==> config.mk <==
export PLATFORM = sky130hd
export DESIGN_NAME = scc_fetch_unit
export DESIGN_NICKNAME = d
export VERILOG_FILES = /design/src/rtl/scc_fetch_unit.sv
export SDC_FILE = /design/constraint.sdc
export NUM_CORES = 1
export LEC_CHECK = 0
export ABC_CLOCK_PERIOD_IN_PS = 8700
export CORE_ASPECT_RATIO = 0.6
export CORE_MARGIN = 5
export CORE_UTILIZATION = 55
export CTS_CLUSTER_DIAMETER = 60
export DETAILED_ROUTE_END_ITERATION = 16
export GPL_TIMING_DRIVEN = 0
export PLACE_DENSITY = 0.9
export SYNTH_ARGS = -nofsm -noshare
export SYNTH_HDL_FRONTEND = slang
export SYNTH_SLANG_ARGS = --single-unit
==> constraint.sdc <==
create_clock -name Clk -period 8.7 [get_ports Clk]
set_clock_uncertainty 0.1 [all_clocks]
set_input_delay 1.74 -clock Clk [delete_from_list [all_inputs] [get_ports Clk]]
set_output_delay 1.74 -clock Clk [all_outputs]
set_load 0.05 [all_outputs]
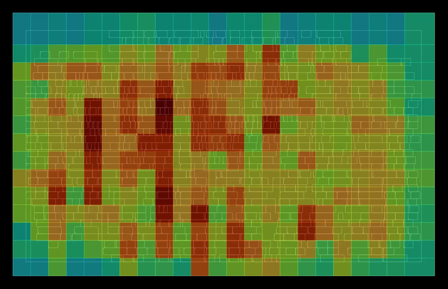
Fig. 1. Routing congestion map.
grt met3 use: 6.973%
total track usage: 25.27%
final core utilization: 74.33%

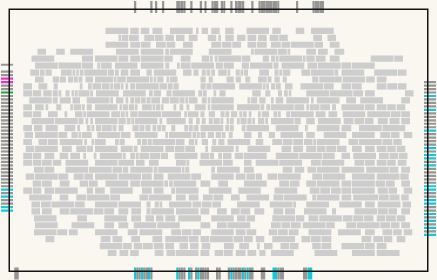
Fig. 2. Pin map.
Pins as bars across the die edge, other pins in grey.
[magenta] dbg_state | pins: 2 | direction: output | edge: left
[green] redirect_valid | pins: 1 | direction: input | edge: left
[cyan] inst_out | pins: 32 | direction: output | edge: 15 right, 13 bottom, 4 left
port bufs: 163
die height: 102.0 µm

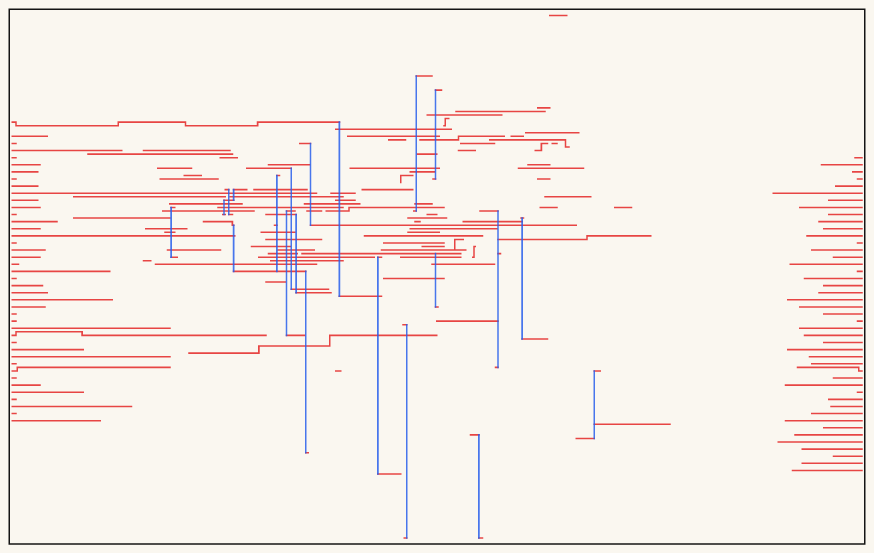
Fig. 3. Metal layers overlaid.
Only two layers are drawn.
[blue] M4 | wire length: 413 µm
[red] M3 | wire length: 1,940 µm
Total Routed Length: 20.88 mm
wire per inst: 20.74 µm
Vias: 5,874

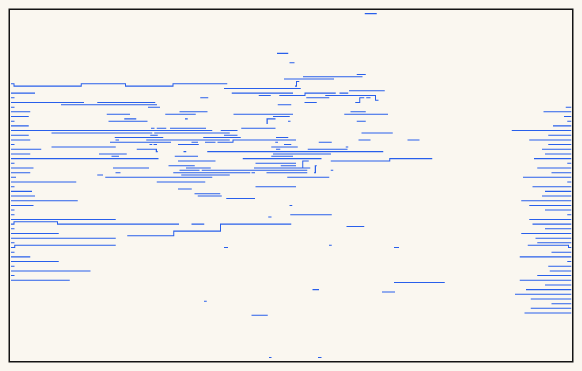
Fig. 4. Signal wires on met3.
wire length on this layer: 1,940 µm
main direction: horizontal
nets with wire on the layer: 164
longest straight run: 58.2 µm

==> reports/results.ini <==
[clocking]
h-tree-depth=4
numCtsBuffers=17
clkSinkCount=163
clk_pin_slew_ns=0.06
hold_buffers=0
post_cts_buffers=0
cts_resized=0
cts_root_buf=clkbuf_16
clk_latency_ns=0.42

[final_layout]
fill_cells=892
largest_reg_flops=64
fin_nets=882
inv_count=10
comb_cells=408
layout_top_cell=mux2_2
buffers=204
regArea_um2=4079
area_delta_synth_final_pct=31.64
nonClkBufAreaFrac_pct=18.28
comb_share_pct=33.75
combGateArea_um2=3450

[routing]
drc=0
antenna_left=0

[worst_setup_path]
cp.depth=4
crit_slowest_cell=clkdlybuf4s50_1
crit_path_start_kind=flip-flop
crit_type=reg -> out
endpoint_kind=primary output
critical_path_required_ns=6.86
regToRegSetupSlack_ns=5.28
cp_cell_sequence=clkbuf_1 -> buf_1 -> mux2_2 -> clkdlybuf4s50_1
crit_arrival_ns=3.03
max_stage_delay_ns=0.74
path_delay_family=buffers and inverters

[sta]
slew_violations=0
fin_ws_ns=3.833
rsz0062_at_grt=false
fin_crit_ns=4.867
relSlewSlack_pct=50.46
clock.fmax_mhz=205.5
fin_crit_sh_pct=55.94
fin_setup_tns_ns=0
finalSetupViolCount=0

[placement]
place_area_um2=9679
place_hpwl_mm=15.10
dp_worst_setup_slack_ns=3.985
place_inst=977

[grt]
grt_max_degree=89
antenna_found_initial=0
grt_first_pass_wirelength_mm=32.71

[synthesis]
synth_cell_types=50
top_cell_area_share_pct=52.54
yosys.area.top_type=dfrtp_1
flop_cell=dfrtp_1
ys_cells=618
synth.most_common_cell=mux2_2
mappedNetlistArea_um2=7764
ys_top_cells_by_count=mux2_2, dfrtp_1, nand2_1
syn_inst=618
synth_chip_area_um2=7764

[worst_hold_path]
worstHoldPathCells=1

[floorplanning]
die_w_um=163.4

[flow_run]
warnings=31
max_cap_violations=0

[status]
outcome=finished clean

-- per-layer routing --
layer	GRT usage (%)	share of wire [%]
met5	0	0
met2	40.13	46
met3	6.973	9.3
met1	33.80	42
met4	9.472	2.0
-- logic make-up after synthesis --
group                      count (synthesis)  share of synthesized area, %
muxes                                    185                         26.82
DFF                                      163                         52.54
and+or+nand+nor                          120                         8.251
AOI/OAI and AO/OA                         83                         6.833
buffers and inverters                     50                         3.175
adders and majority gates                  9                         1.547
xor gates and xnor gates                   7                        0.7897
other                                      1                       0.04830
